===== src/rtl/fetch_pkg.sv =====
// Shared types and constants for the instruction fetch controller.
// No logic; imported by fetch_controller.
// No flow control of its own.
package fetch_pkg;

  localparam int          ADDR_W_DEFAULT   = 8;
  localparam logic [7:0]  START_PC_DEFAULT = 8'h00;
  localparam logic [31:0] BUBBLE_INSTR     = 32'h0;
  localparam int          PC_STEP          = 4;

  typedef enum logic {
    LOAD = 1'b0,
    RUN  = 1'b1
  } state_t;

endpackage


===== src/rtl/fetch_controller.sv =====
// Program-load sequencer then PC/IF-ID fetch stage for a byte-addressed instruction memory.
// Latency: load writes pass through combinationally; fetch registers the word one cycle after pc.
// Backpressure: load_ready drops once memory is full; stall holds pc and IF/ID, branch flushes.
module fetch_controller
  import fetch_pkg::*;
#(
  parameter int                ADDR_W   = ADDR_W_DEFAULT,
  parameter logic [ADDR_W-1:0] START_PC = ADDR_W'(START_PC_DEFAULT)
) (
  input  logic              clk,
  input  logic              reset,
  input  logic              load_valid,
  input  logic [7:0]        load_byte,
  input  logic              load_done,
  output logic              load_ready,
  output logic              load_overflow,
  output logic              mem_we,
  output logic [ADDR_W-1:0] mem_waddr,
  output logic [7:0]        mem_wdata,
  output logic [ADDR_W-1:0] mem_raddr,
  input  logic [31:0]       mem_rdata,
  input  logic              stall,
  input  logic              branch_taken,
  input  logic [ADDR_W-1:0] branch_target,
  output logic [ADDR_W-1:0] if_pc,
  output logic [31:0]       if_instr,
  output logic              if_valid,
  output logic              running
);

  // Word alignment: clear the two byte-offset bits.
  localparam logic [ADDR_W-1:0] ALIGN_MASK = ~ADDR_W'(3);

  state_t            state, state_nxt;
  // One extra bit so the counter can reach 2**ADDR_W and signal full without wrapping.
  logic [ADDR_W:0]   load_addr;
  logic              full;
  logic [ADDR_W-1:0] pc;

  assign full      = load_addr[ADDR_W];
  assign running   = (state == RUN);
  assign mem_raddr = pc;

  // Phase register: LOAD until load_done, then RUN until reset.
  always_ff @(posedge clk) begin
    if (reset) state <= LOAD;
    else       state <= state_nxt;
  end

  // Next phase and the combinational byte-write / ready outputs.
  always_comb begin
    state_nxt  = state;
    load_ready = 1'b0;
    mem_we     = 1'b0;
    mem_waddr  = load_addr[ADDR_W-1:0];
    mem_wdata  = load_byte;
    case (state)
      LOAD: begin
        load_ready = !full;
        mem_we     = load_valid && !full;
        if (load_done) state_nxt = RUN;
      end
      RUN: begin
        state_nxt = RUN;
      end
      default: state_nxt = LOAD;
    endcase
  end

  // Load address counter and sticky overflow flag; a byte beside load_done is still taken.
  always_ff @(posedge clk) begin
    if (reset) begin
      load_addr     <= '0;
      load_overflow <= 1'b0;
    end else if (state == LOAD && load_valid) begin
      if (!full) load_addr     <= load_addr + 1'b1;
      else       load_overflow <= 1'b1;
    end
  end

  // PC and IF/ID register: branch beats stall beats a normal fetch.
  always_ff @(posedge clk) begin
    if (reset) begin
      pc       <= '0;
      if_pc    <= '0;
      if_instr <= BUBBLE_INSTR;
      if_valid <= 1'b0;
    end else if (state == LOAD) begin
      if (load_done) pc <= START_PC & ALIGN_MASK;
    end else begin
      if (branch_taken) begin
        pc       <= branch_target & ALIGN_MASK;
        if_instr <= BUBBLE_INSTR;
        if_valid <= 1'b0;
      end else if (!stall) begin
        if_instr <= mem_rdata;
        if_pc    <= pc;
        if_valid <= 1'b1;
        pc       <= pc + ADDR_W'(PC_STEP);
      end
    end
  end

endmodule


===== config.mk =====
export PLATFORM = sky130hd
export DESIGN_NAME = fetch_controller
export DESIGN_NICKNAME = d
export VERILOG_FILES = /design/src/rtl/fetch_pkg.sv /design/src/rtl/fetch_controller.sv
export SDC_FILE = /design/constraint.sdc
export NUM_CORES = 1
export LEC_CHECK = 0
export ABC_CLOCK_PERIOD_IN_PS = 1650
export CAP_MARGIN = 15
export CELL_PAD_IN_SITES_DETAIL_PLACEMENT = 2
export CELL_PAD_IN_SITES_GLOBAL_PLACEMENT = 2
export CORE_UTILIZATION = 21
export DETAILED_ROUTE_END_ITERATION = 12
export GPL_TIMING_DRIVEN = 0
export PLACE_DENSITY_LB_ADDON = 0.1
export SYNTH_ARGS = -nofsm -noshare
export SYNTH_HDL_FRONTEND = slang
export SYNTH_SLANG_ARGS = --single-unit

===== constraint.sdc =====
create_clock -name clk -period 1.65 [get_ports clk]
set_clock_uncertainty 0.2 [all_clocks]
set_input_delay 0.495 -clock clk [delete_from_list [all_inputs] [get_ports clk]]
set_output_delay 0.495 -clock clk [all_outputs]
set_load 0.01 [all_outputs]

Fig. 1: run 1, cell placement
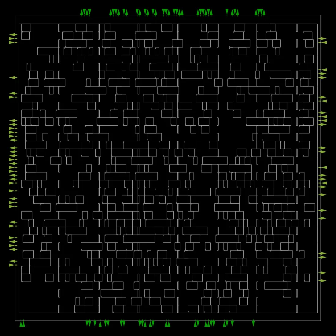
tapcells inserted: 136
final-layout fill cell count: 1209
number of standard cells in the layout, taps in and fillers out: 529

Fig. 2: run 1, wiring by layer
Scale: 4 px per um. Two of the layers only.
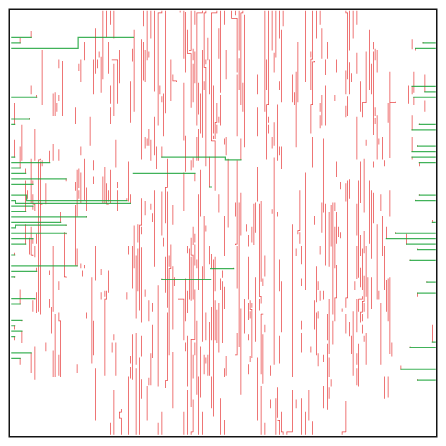
[green] metal 3 | wire length: 448 um
[red] metal 2 | wire length: 4220 um

Fig. 3: run 1, cell sizes after repair
Scale: 4 px per um.
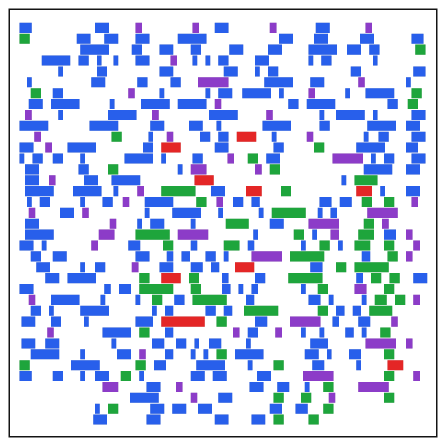
[blue] _0 and _1 cells | cells: 260 | share: 66%
[purple] _2 cells | cells: 59 | share: 15%
[red] _6 and larger | cells: 9 | share: 2.3%
[green] _3 and _4 cells | cells: 65 | share: 17%

Fig. 4: run 1, ports around the boundary
Scale: 4 px per um. Pins as bars across the die edge, other pins in grey.
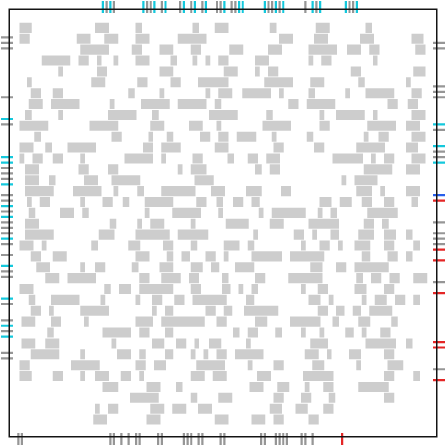
[blue] load_overflow | pins: 1 | direction: output | edge: east
[red] mem_waddr | pins: 8 | direction: output | edge: 7 east, 1 south
[cyan] if_instr | pins: 32 | direction: output | edge: 18 north, 11 west, 3 east
all pins by edge: 37 north, 34 west, 27 south, 25 east

[run 1: per-stage QoR]
| step | instances | cell area [um2] | worst slack [ns] |
|---|---|---|---|
| finish | 529 | 3780 | -0.281 |
| global placement | 498 | 3560 | -1.12 |
| global route | 529 | 3780 | -0.323 |
| CTS | 525 | 3820 | -0.294 |
| floorplan | 254 | 2310 | -0.0194 |
| detailed placement | 498 | 3560 | -1.12 |
[run 1: what timing repair did]
| item | CTS | global route |
|---|---|---|
| pin swaps | 5 | 2 |
| endpoints found under the setup margin | 121 | 79 |
| cloned | 0 | 0 |
| resized | 179 | 59 |
| buffers inserted | 19 | 4 |
| hold buffers | 0 | 0 |
[run 1: worst min-delay path by stage]
stage / from / end / slack [ns] / cells after the start
floorplan: load_addr[8]$_SDFFE_PP0N_ / load_addr[8]$_SDFFE_PP0N_ / 0.28 / 2
global placement: load_overflow$_SDFFE_PP0P_ / load_overflow$_SDFFE_PP0P_ / 0.26 / 2
detailed placement: load_overflow$_SDFFE_PP0P_ / load_overflow$_SDFFE_PP0P_ / 0.28 / 2
CTS: load_valid / load_overflow$_SDFFE_PP0P_ / 0.26 / 3
global route: load_valid / load_overflow$_SDFFE_PP0P_ / 0.29 / 3
finish: mem_raddr[7]$_SDFFE_PP0P_ / mem_raddr[7]$_SDFFE_PP0P_ / 0.29 / 2
[run 1: per-layer routing]
layer,up-vias,track usage,wire [um]
met5,-,0,0
li1,1130,-,-
met4,0,0.0294,57
met3,5,0.0362,447
met2,65,0.258,4220
met1,1134,0.170,3380
[run 1: registers in the layout, indices dropped and copies added (netlist names)]
| name | count |
|---|---|
| if_instr | 32 |
| load_overflow | 1 |
| if_pc | 6 |
| running | 1 |
| if_valid | 1 |
| mem_raddr | 6 |
| load_addr | 9 |
[run 1: kinds of logic (layout without fill, tap and decap cells)]
family / count (synthesis) / after routing / share of synthesized area
AOI/OAI and AO/OA: 54 / 54 / 0.170
xor gates and xnor gates: 7 / 7 / 0.0267
adders and majority gates: 2 / 2 / 0.0109
buffers and inverters: 40 / 179 / 0.105
DFF: 56 / 56 / 0.489
muxes: 8 / 8 / 0.0349
other: 1 / 4 / 0.00164
and+or+nand+nor: 83 / 83 / 0.162
[run 1: cell type report]
type,instances,share of cell area
clock buffers,6,0.0192
clock inverters,2,0.00927
inverters,5,0.00629
repair buffers,131,0.283
well taps,136,0.0450
multi-input cells,158,0.262
flip-flops and latches,56,0.309
plain buffers,35,0.0659
[run 1: report_power, final]
| part | switching, uW | leakage (uW) | internal, uW | total, uW |
|---|---|---|---|---|
| sequential | 21.9 | 0.000465 | 1370 | 1400 |
| combinational | 206 | 0.00113 | 249 | 456 |
| clock | 488 | 0.0000552 | 453 | 940 |
[run 1: critical path: stages (launching register included)]
cell,delay [ns]
sky130_fd_sc_hd__dfxtp_4,0.37
sky130_fd_sc_hd__or3b_4,0.40
sky130_fd_sc_hd__clkinv_4,0.06
sky130_fd_sc_hd__buf_6,0.09
==> run summary, run 1 <==
Notes on the physical implementation.

- The count of TritonRoute iterations in the first routing pass is 4, for reference.
- Per the OpenROAD floorplan log, the area of the die is ~11000 um2.
- The logs give a warning total of 31.
- The proportion of register bits with asynchronous set or reset after synthesis is 0, for reference.
- The clock latency reported for the late side of the worst-skew pair is 0.32 ns, for reference.
- The final reports fail on setup timing.
- The library cells used most frequently in the layout, excluding fill and tap cells, are sky130_fd_sc_hd__nor2_1, sky130_fd_sc_hd__buf_4, sky130_fd_sc_hd__clkdlybuf4s50_1.
- The least setup slack across all paths after layout is -0.281 ns, for reference.
- Summing internal, switching and leakage power gives 2790 uW.
- The instance count of the mapped netlist is 251, for reference.
- The final layout contains routed wiring with a total length of 8110 um.
- The synth_stat.txt file lists the number of cells as 251.
- The number of endpoints failing setup at the final stage is 4, for reference.
- The core area is 10500 um2, for reference.
- At the end of routability-driven placement, the weighted congestion stood at around 0.70.
- The I/O pin count is 123, for reference.
- Derived from the worst setup path, the maximum achievable clock frequency is 0.518 GHz.
- Global routing finished with a remaining overflow of 0.
- In this run the vertical extent of the chip is 106 um.
- The initial antenna violation count is 0.
- The arrival time of data at the worst endpoint is listed as around 1.2 ns.
- The total power divided by cell area is 739 nW/um2, for reference.
- The run finished, with violations left.
- The synthesized netlist contains 37 unique library cells.
- In this run the worst path has a maximum fanout of 5.
- The setup path with the least slack is of type register to output pin.
- In the synthesized netlist, the cells that appear most often are sky130_fd_sc_hd__nor2_1, sky130_fd_sc_hd__dfxtp_1, sky130_fd_sc_hd__a22oi_1.
- The number of cells on the worst reg-to-reg path is 5, for reference.
- The shortest period the worst path allows is 1.93 ns, for reference.
- Dividing the final minimum period by the clock period gives 1.17.
Fig. 5: run 1, port wiring
Scale: 2 px per um.
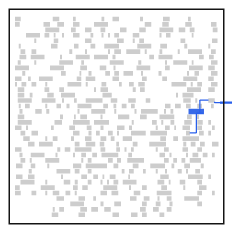

## Run 2: what changed since run 1
--- a/config.mk
+++ b/config.mk
@@ -12,6 +12,7 @@
 export CORE_UTILIZATION = 21
 export DETAILED_ROUTE_END_ITERATION = 12
 export GPL_TIMING_DRIVEN = 0
+export MAX_ROUTING_LAYER = met4
 export PLACE_DENSITY_LB_ADDON = 0.1
 export SYNTH_ARGS = -nofsm -noshare
 export SYNTH_HDL_FRONTEND = slang
Fig. 6: run 2, port wiring
Scale: 2 px per um.
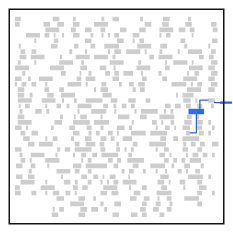
[blue] load_overflow | bits: 1 | direction: output | end cells: 1 | buffers: 1 | wire: 31.0 um

Fig. 7: run 2, ports around the boundary
Scale: 4 px per um. Pins as bars across the die edge, other pins in grey.
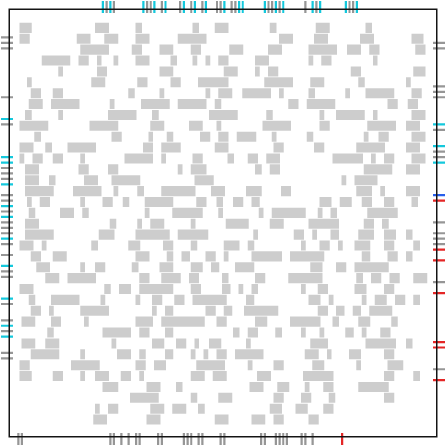
[blue] load_overflow | pins: 1 | direction: output | edge: east
[red] mem_waddr | pins: 8 | direction: output | edge: 7 east, 1 south
[cyan] if_instr | pins: 32 | direction: output | edge: 18 north, 11 west, 3 east

==> run 2 against run 1 <==
Net effect:
- the flow still finishes with violations (setup timing)
- clock power about the same
- core utilization about the same
- wire length is essentially flat
- via count about the same
- worst setup slack about the same
- sequential share of layout area is 0.054 points higher
- critical endpoint unchanged
==> run summary, run 2 <==
Notes on the physical implementation.

- Across all setup checks in the final design, the least slack found is -0.281 ns.
- The power report attributes to the combinational group a share of 0.163.
- The number of distinct standard cells referenced by the synthesized netlist is 37, for reference.
- The number of cells reported by Yosys stat comes to between 200 and 300.
- The flow ran to the end, but the final reports show violations.
- The startpoint-to-endpoint class of the critical path is register to output pin, for reference.
- The synthesized-area fraction occupied by adder cells is 0.0109, for reference.
- The worst min-delay path startpoint is mem_raddr[7]$_SDFFE_PP0P_, for reference.
- The most common logic cells in the final layout are sky130_fd_sc_hd__nor2_1, sky130_fd_sc_hd__buf_4, sky130_fd_sc_hd__clkdlybuf4s50_1.
- Of the total power, the clock network draws 0.337.
- The registers reported with the highest flop counts are if_instr: 32 flops, load_addr: 9 flops.
- The net switching fraction of the power is 0.257, for reference.
- The hold-critical path endpoint is mem_raddr[7]$_SDFFE_PP0P_, for reference.
- The initial antenna violation count came to 0.
- The final reports fail on setup timing.
- The cell count after synthesis came out at 251.
- The register with the most flip-flops is if_instr, for reference.
- Counting the fill cells in the layout gives 1207.
- The core area is 10500 um2, for reference.
- The global-route congestion overflow total is 0, for reference.
- In this run, the synthesized area fraction spent on AND-OR/OR-AND gates is recorded as 0.170.
- The chip area is 11300 um2, for reference.
- The final layout contains routed wiring with a total length of 8110 um.
- Endpoints with negative setup slack in the final report add up to 4.
- Of the total synthesized cell area, the portion taken by XOR and XNOR cells is 0.0267.
- The later pin in the worst-skew pair is clocked with a latency of 0.32 ns.
- The worst-case setup slack after placement is -1.12 ns, for reference.
- The report gives the cell count of the worst hold path as 2.
- The weighted congestion reported at the end of routability-driven placement is 0.709, for reference.
- The multiplexer share of the synthesized area is 0.0349, for reference.
- The internal power contribution is approximately 2100 uW, for reference.
- The switching power is 719 uW, for reference.
- By count the netlist is led by sky130_fd_sc_hd__nor2_1, sky130_fd_sc_hd__dfxtp_1, sky130_fd_sc_hd__a22oi_1.
- The register with the most flip-flops in the layout has 32 of them.
- The worst path arrival time is 1.24 ns, for reference.
Fig. 8: run 2, cell sizes after repair
Scale: 4 px per um.
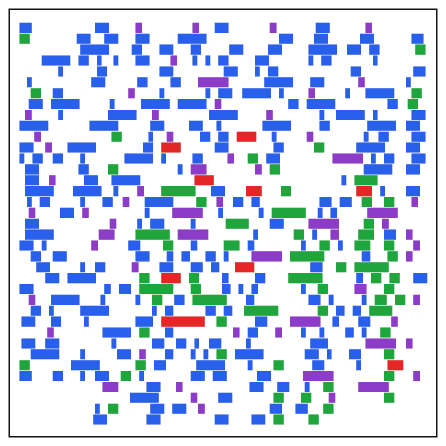
[red] _6 and larger | cells: 9 | share: 2.3%
[green] _3 and _4 cells | cells: 65 | share: 17%
[purple] _2 cells | cells: 61 | share: 16%
[blue] _0 and _1 cells | cells: 258 | share: 66%

run 2: cell count changes in the layout (fill, tap and decap cells not counted), sizes merged:
| cell | change |
|---|---|
| buf | -1 |
| clkbuf | +2 |
| dlygate4sd2 | -1 |
run 2: metrics by stage:
step                utilization  instance area [um2]  power (uW)  std cells
global placement          0.340                 3560        1880        498
floorplan                     -                 2310        1630        254
global route              0.361                 3770        2930        529
CTS                       0.366                 3820        2840        525
detailed placement        0.340                 3560        1890        498
finish                    0.361                 3770        2800        529
run 2: worst max path at each step:
stage                            start  cells past startpoint  slack, ns     end
finish              running$_SDFF_PP0_                      3      -0.28  mem_we
global route        running$_SDFF_PP0_                      3      -0.33  mem_we
CTS                 running$_SDFF_PP0_                      3      -0.29  mem_we
detailed placement          load_valid                      4      -1.12  mem_we
global placement            load_valid                      4      -1.12  mem_we
floorplan                   load_valid                      2      -0.02  mem_we
run 2: kinds of logic (layout without fill, tap and decap cells):
logic type,after synthesis,in the layout
AND/OR/NAND/NOR,83,83
flip-flops,56,56
AND-OR/OR-AND,54,54
buffers and inverters,40,179
multiplexers,8,8
XOR/XNOR,7,7
adder cells (fa/ha/maj),2,2
other,1,4
run 2: what timing repair did:
item | in CTS | in global routing
endpoints found under the setup margin | 121 | 79
hold buffers | 0 | 0
buffers inserted | 19 | 4
hold endpoints to repair | 0 | 0
resized | 179 | 61
pin swaps | 5 | 2
run 2: power by group through the flow:
| stage | Sequential, uW | Combinational, uW | Clock (uW) |
|---|---|---|---|
| 2_1_floorplan | 1450 | 180 | 0 |
| 3_3_place_gp | 1440 | 438 | 0 |
| 3_5_place_dp | 1450 | 444 | 0 |
| 4_1_cts | 1400 | 461 | 985 |
| 5_1_grt | 1400 | 498 | 1030 |
| 6_report | 1400 | 456 | 943 |
run 2: cell type report:
type	instances	area, um2	area share
multi-input cells	158	990	0.262
inverters	5	23.8	0.00630
plain buffers	35	249	0.0660
clock buffers	6	72.6	0.0192
flip-flops and latches	56	1170	0.310
repair buffers	131	1070	0.282
clock inverters	2	35.0	0.00928
well taps	136	170	0.0451
run 2: layer usage:
metal	vias up	GRT usage	share of wire
li1	1129	-	-
met1	1136	0.174	0.42
met2	65	0.258	0.52
met3	6	0.0307	0.048
met4	0	0.0294	0.0084
met5	-	-	0
run 2: worst max-delay path, cell delays in order (launching register included):
cell and delay [ns]:
sky130_fd_sc_hd__dfxtp_4 0.37, sky130_fd_sc_hd__or3b_4 0.40, sky130_fd_sc_hd__clkinv_4 0.06, sky130_fd_sc_hd__buf_6 0.09
Power figures rest on the tool's default switching activity, not on a simulated workload.
